[config.mk]
export PLATFORM = sky130hd
export DESIGN_NAME = dmem_arbiter
export DESIGN_NICKNAME = d
export VERILOG_FILES = /design/src/rtl/dmem_arb_pkg.sv /design/src/rtl/dmem_arbiter_access_check.sv /design/src/rtl/dmem_arbiter.sv
export SDC_FILE = /design/constraint.sdc
export NUM_CORES = 1
export LEC_CHECK = 0
export CAP_MARGIN = 20
export CORE_AREA = 3 3 120 122
export CTS_CLUSTER_SIZE = 12
export DETAILED_ROUTE_END_ITERATION = 7
export DIE_AREA = 0 0 123 125
export PLACE_DENSITY = 0.68
export SETUP_SLACK_MARGIN = 0.05
export SYNTH_ARGS = -nofsm -noshare
export SYNTH_HDL_FRONTEND = slang
export SYNTH_SLANG_ARGS = --single-unit
[constraint.sdc]
create_clock -name clk -period 2.1 [get_ports clk]
set_input_delay 0.21 -clock clk [delete_from_list [all_inputs] [get_ports clk]]
set_output_delay 0.21 -clock clk [all_outputs]
set_load 0.005 [all_outputs]
[src/rtl/dmem_arb_pkg.sv]
// dmem_arb_pkg: shared constants and types for the data-memory arbiter.
//   F3_*          RISC-V load/store func3 encodings
//   req_id_e      requester identity (core pipeline / debug loader)
//   lock_state_e  debug ownership state
package dmem_arb_pkg;

    localparam logic [2:0] F3_B  = 3'b000;
    localparam logic [2:0] F3_H  = 3'b001;
    localparam logic [2:0] F3_W  = 3'b010;
    localparam logic [2:0] F3_BU = 3'b100;
    localparam logic [2:0] F3_HU = 3'b101;

    typedef enum logic {
        REQ_CORE = 1'b0,
        REQ_DBG  = 1'b1
    } req_id_e;

    typedef enum logic {
        UNLOCKED = 1'b0,
        LOCKED   = 1'b1
    } lock_state_e;

endpackage

[src/rtl/dmem_arbiter_access_check.sv]
// access_check: combinational legality check of one memory request.
//   we       in   store (1) / load (0)
//   func3    in   RISC-V load/store func3
//   addr_lo  in   byte address bits [1:0]
//   legal    out  func3 valid for the direction and address naturally aligned
module access_check
    import dmem_arb_pkg::*;
(
    input  logic       we,
    input  logic [2:0] func3,
    input  logic [1:0] addr_lo,
    output logic       legal
);

    always_comb begin
        legal = 1'b0;
        case (func3)
            F3_B:    legal = 1'b1;
            F3_H:    legal = !addr_lo[0];
            F3_W:    legal = (addr_lo == 2'b00);
            // Unsigned variants only exist for loads.
            F3_BU:   legal = !we;
            F3_HU:   legal = !we && !addr_lo[0];
            default: legal = 1'b0;
        endcase
    end

endmodule

[src/rtl/dmem_arbiter.sv]
// dmem_arbiter: shares one single-ported data memory between the core MEM
// stage (requester 0) and the debug/loader port (requester 1).
//   clk, rst_n                      clock, async active-low reset
//   core*/dbg* req,we,addr,wdata,func3  request side (held until gnt)
//   core*/dbg* gnt                  combinational accept
//   core*/dbg* rvalid,err,rdata     registered response, one cycle after gnt
//   dbgLock                         keep debug ownership across an RMW
//   memRead/memWrite/memAddr/memWdata/memFunc3  memory request
//   memData                         combinational load data from memory
//
// Lock FSM
//   state    | meaning
//   UNLOCKED | normal priority: core first, dbg after a full core burst
//   LOCKED   | dbg owns memory; core is never granted
module dmem_arbiter
    import dmem_arb_pkg::*;
#(
    parameter int ADDR_W         = 10,
    parameter int CORE_BURST_MAX = 4
) (
    input  logic        clk,
    input  logic        rst_n,

    input  logic        coreReq,
    input  logic        coreWe,
    input  logic [31:0] coreAddr,
    input  logic [31:0] coreWdata,
    input  logic [2:0]  coreFunc3,
    output logic        coreGnt,
    output logic        coreRvalid,
    output logic        coreErr,
    output logic [31:0] coreRdata,

    input  logic        dbgReq,
    input  logic        dbgWe,
    input  logic [31:0] dbgAddr,
    input  logic [31:0] dbgWdata,
    input  logic [2:0]  dbgFunc3,
    input  logic        dbgLock,
    output logic        dbgGnt,
    output logic        dbgRvalid,
    output logic        dbgErr,
    output logic [31:0] dbgRdata,

    output logic        memRead,
    output logic        memWrite,
    output logic [31:0] memAddr,
    output logic [31:0] memWdata,
    output logic [2:0]  memFunc3,
    input  logic [31:0] memData
);

    localparam logic [3:0] BURST_MAX = 4'(CORE_BURST_MAX);

    lock_state_e lock_q, lock_d;
    logic [3:0]  burst_q, burst_d;
    logic        core_legal, dbg_legal;
    logic        dbg_first;
    req_id_e     winner;
    logic        sel_we, sel_legal, access_ok;
    logic [31:0] sel_addr, sel_wdata;
    logic [2:0]  sel_func3;
    logic        unused_addr_hi;

    // Memory ignores the address bits above ADDR_W.
    assign unused_addr_hi = ^{coreAddr[31:ADDR_W], dbgAddr[31:ADDR_W]};

    access_check u_chk_core (
        .we      (coreWe),
        .func3   (coreFunc3),
        .addr_lo (coreAddr[1:0]),
        .legal   (core_legal)
    );

    access_check u_chk_dbg (
        .we      (dbgWe),
        .func3   (dbgFunc3),
        .addr_lo (dbgAddr[1:0]),
        .legal   (dbg_legal)
    );

    // Lock FSM: state register.
    always_ff @(posedge clk or negedge rst_n) begin
        if (!rst_n) lock_q <= UNLOCKED;
        else        lock_q <= lock_d;
    end

    // Lock FSM: next state.
    always_comb begin
        lock_d = lock_q;
        case (lock_q)
            UNLOCKED: if (dbgGnt && dbgLock) lock_d = LOCKED;
            LOCKED:   if (!dbgLock)          lock_d = UNLOCKED;
            default:  lock_d = UNLOCKED;
        endcase
    end

    // Lock FSM outputs: grants. Gated by rst_n so nothing is accepted in reset.
    always_comb begin
        dbg_first = (lock_q == LOCKED) || !coreReq || (burst_q == BURST_MAX);
        dbgGnt    = rst_n && dbgReq && dbg_first;
        coreGnt   = rst_n && coreReq && (lock_q == UNLOCKED) && !dbgGnt;
    end

    // Only core grants that make dbg wait count towards the burst limit.
    always_comb begin
        burst_d = burst_q;
        if (dbgGnt || !dbgReq)
            burst_d = 4'd0;
        else if (coreGnt && (burst_q != BURST_MAX))
            burst_d = burst_q + 4'd1;
    end

    always_comb begin
        winner    = dbgGnt ? REQ_DBG : REQ_CORE;
        sel_we    = (winner == REQ_DBG) ? dbgWe     : coreWe;
        sel_addr  = (winner == REQ_DBG) ? dbgAddr   : coreAddr;
        sel_wdata = (winner == REQ_DBG) ? dbgWdata  : coreWdata;
        sel_func3 = (winner == REQ_DBG) ? dbgFunc3  : coreFunc3;
        sel_legal = (winner == REQ_DBG) ? dbg_legal : core_legal;
        access_ok = (coreGnt || dbgGnt) && sel_legal;

        // Idle and faulted cycles present an all-zero request to memory.
        memRead  = access_ok && !sel_we;
        memWrite = access_ok && sel_we;
        memAddr  = access_ok ? {{(32-ADDR_W){1'b0}}, sel_addr[ADDR_W-1:0]} : 32'h0;
        memWdata = access_ok ? sel_wdata : 32'h0;
        memFunc3 = access_ok ? sel_func3 : 3'b000;
    end

    always_ff @(posedge clk or negedge rst_n) begin
        if (!rst_n) begin
            burst_q    <= 4'd0;
            coreRvalid <= 1'b0;
            coreErr    <= 1'b0;
            coreRdata  <= 32'h0;
            dbgRvalid  <= 1'b0;
            dbgErr     <= 1'b0;
            dbgRdata   <= 32'h0;
        end else begin
            burst_q    <= burst_d;
            coreRvalid <= coreGnt;
            coreErr    <= coreGnt && !core_legal;
            coreRdata  <= (coreGnt && memRead) ? memData : 32'h0;
            dbgRvalid  <= dbgGnt;
            dbgErr     <= dbgGnt && !dbg_legal;
            dbgRdata   <= (dbgGnt && memRead) ? memData : 32'h0;
        end
    end

endmodule
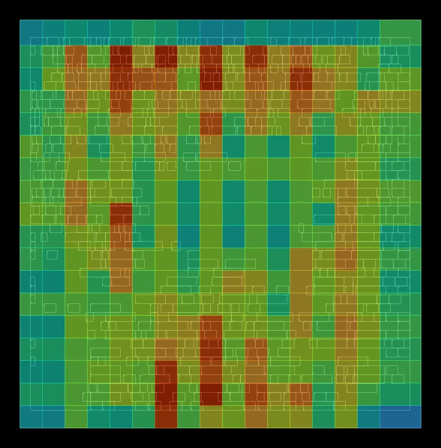
(run_1/congestion.png)
GRT Util Overall: 15.2%
Wirelength per Cell: 15.5 µm
gr busiest metal: met2
M3 GR Usage: 3.12%
met2 GRT Util: 26.7%

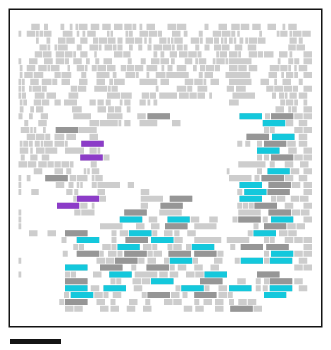
(run_1/flops_by_reg.png)
The bar under the picture is 20 µm long. Other sequential cells in the stronger grey, the rest of the logic in the fainter grey.
Key: cyan = coreRdata [flops 32]; purple = burst_q [flops 4, where left middle]
fin util: 51.6%
Seq/total area: 26.6%
seq pwr: 1.43 mW
Storage cell area: 1830 µm²

==> impl_metrics.yaml, run 1 <==
# implementation run metrics
run_status:
  outcome: "finished, violations left"
  violations: "setup timing"
power_and_ir_drop:
  pwr-share-comb_pct: 19.1
synth:
  ys_area_um2: 3480
  syn_area_um2: 3480
  yosysWarnings: 0
  ys.flop_type: "dfrtp_1"
  ys_async_sr_fraction_pct: 100
  synth_cell_types: 34
final_timing:
  slew_headroom_pct: 38.8
  fmax_mhz: 421
  setup-violations-final: 49
  period_minus_slack_ps: 2370
  setup_ws_ps: -273
  setup-tns-final_ps: -8470
layout:
  finalNonFillerCells: 821
  n_clock_buffer: 10
  area_delta_synth_final_pct: 97.1
  n_all_inverters: 4
  final_area_um2: 6870
  diodes: 0
cts:
  cts_max_level: 3
  numCtsBuffers: 9
hold_path:
  min_path_type: "in -> async"
critical_path:
  worst_setup_path_start_kind: "register"
  critPathMostFrequentCell: "buf_6"
  reg2reg_slack_ps: -10
  crit_fanout: 6
  critPathMaxStageDelay_ps: 340
  path_class: "reg -> out"
detailed_routing:
  drt-met1-wl_um: 5160
  drtPass1Iterations: 4
  drc: 0
  wl_met2_um: 6450
  wl_met3_um: 951
  vias_per_cell: 4.23
  postRouteAntennaNets: 0
floorplan:
  die_w_um: 123
  fp-utilization_pct: 26.2
  die-area_um2: 15400
grt:
  grt_use_met1_pct: 18.7
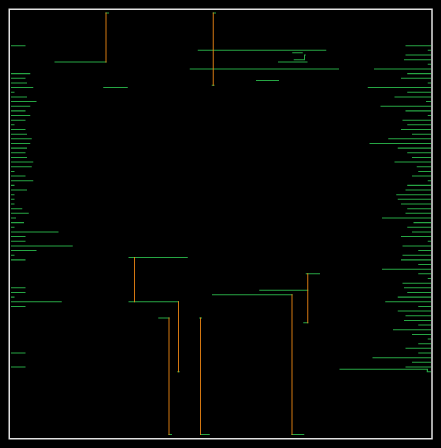
(run_1/wires.png)
Only two layers are drawn.
Key: orange = metal 4 [wire length 192 µm]; green = metal 3 [wire length 951 µm]
post-detailed-routing wire length: 12700 µm
routed via count: 3469

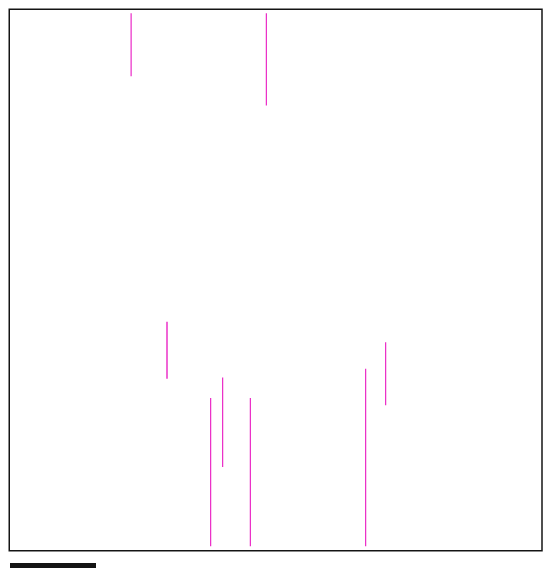
(run_1/layer_met4.png)
The bar under the picture is 20 µm long.
The layer carries 192 µm of wire. The layer holds 1.5% of the routed length. The wires run mostly vertical.

==> run 1: synthesized netlist by cell type (3+ instances only) <==
cell type / number
nand2_1: 93
dfrtp_1: 73
and2_1: 64
a21oi_2: 30
buf_4: 26
a21oi_1: 15
buf_2: 9
clkbuf_1: 6
nor2_1: 6
buf_6: 3
inv_1: 3
==> run 1: cells by family (layout without fill, tap and decap cells) <==
logic type | count (synthesis) | count (layout) | synth area share, %
and+or+nand+nor | 177 | 177 | 25.2
DFF | 73 | 73 | 52.4
AOI/OAI and AO/OA | 52 | 52 | 11.6
buffers and inverters | 48 | 315 | 8.94
xor gates and xnor gates | 3 | 3 | 0.754
adders and majority gates | 2 | 2 | 0.718
other | 1 | 22 | 0.108
muxes | 1 | 1 | 0.287
==> run_1/logic_types.png <==
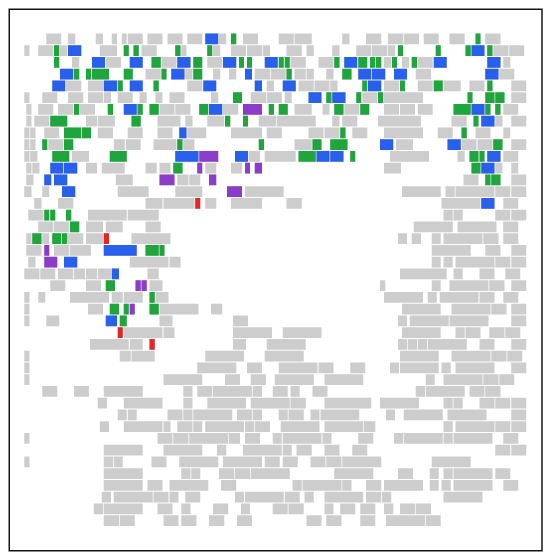

==> run 2, diff against run 1 <==
REMOVE_ABC_BUFFERS = 1   (was unset)
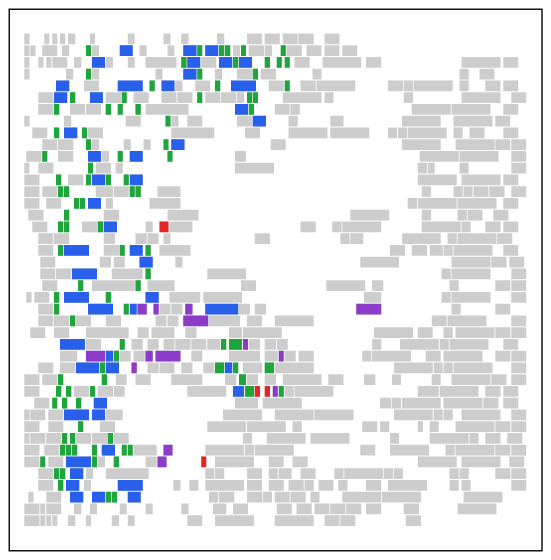
(run_2/logic_types.png)
Key: purple = NOR gates [cells 14, most used nor2_1]; red = inverters [cells 4, most used inv_1]; blue = inverting AOI/OAI gates [cells 50, most used a21oi_2]; green = NAND gates [cells 98, most used nand2_1]
fraction of area in multi-input gates: 23.5%
Final Non-Filler Cells: 824
most numerous logic cell after layout: clkdlybuf4s50_1

==> impl_metrics.yaml, run 2 <==
# implementation run metrics
hold_path:
  min_path_type: "in -> async"
grt:
  grt_use_met2_pct: 32.3
  grt_use_met1_pct: 19.5
  use_met3_pct: 4.56
  busiest_layer: "met2"
  grt_use_total_pct: 17.7
final_timing:
  setup_ws_ps: -376
  slew_headroom_pct: 37.4
  fmax_mhz: 404
  period_minus_slack_ps: 2480
  setup-violations-final: 48
detailed_routing:
  routed_wl_um: 13900
  drt-met1-wl_um: 5110
  wl_met2_um: 7100
  vias_per_cell: 4.36
  wl_met3_um: 1160
  drc: 0
floorplan:
  die_w_um: 123
  die-area_um2: 15400
critical_path:
  crit_fanout: 7
  worst_setup_path_start_kind: "register"
  reg2reg_slack_ps: 170
  path_class: "reg -> out"
synth:
  ys.flop_type: "dfrtp_1"
  common_cells: "93 x nand2_1, 73 x dfrtp_1, 64 x and2_1"
  ys_async_sr_fraction_pct: 100
  synth_cell_types: 34
  ys_area_um2: 3480
run_status:
  violations: "setup timing"
  outcome: "finished, violations left"
layout:
  final_area_um2: 6820
cts:
  numCtsBuffers: 9
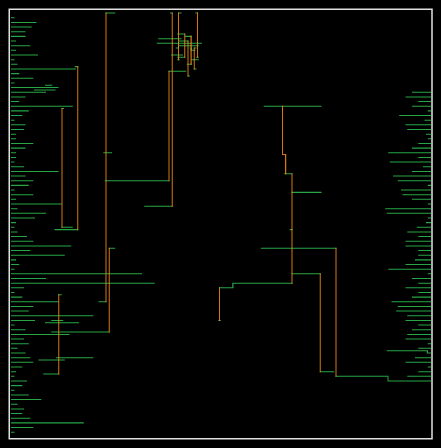
(run_2/wires.png)
Only two layers are drawn.
Key: green = metal 3 [wire length 1160 µm]; orange = metal 4 [wire length 489 µm]
Wirelength per Cell: 16.8 µm
routed via count: 3592

==> run 2: cell counts after synthesis <==
Identical to the previous run, type by type.
==> run 2: final cells by class <==
class,instances,area (µm²)
fill,1216,6470
tap,176,220
sequential,73,1830
clock buffer,11,243
timing repair buffer,297,2870
clock inverter,5,38.8
multi-input combinational,258,1600
inverter,4,17.5
==> run 2: cells by family after synthesis <==
group	synth area share [%]
buffers and inverters	8.94
and+or+nand+nor	25.2
adders and majority gates	0.718
other	0.108
AOI/OAI and AO/OA	11.6
DFF	52.4
xor gates and xnor gates	0.754
muxes	0.287
==> run 2: where the power goes <==
group          switching, mW  leakage, nW  total [mW]  internal [mW]
Clock                  0.573        0.136        1.41          0.837
Combinational          0.310         1.99       0.745          0.435
Sequential           0.00686         1.01        1.43           1.43
No activity file was given, so power comes from the tool's default toggle rates.
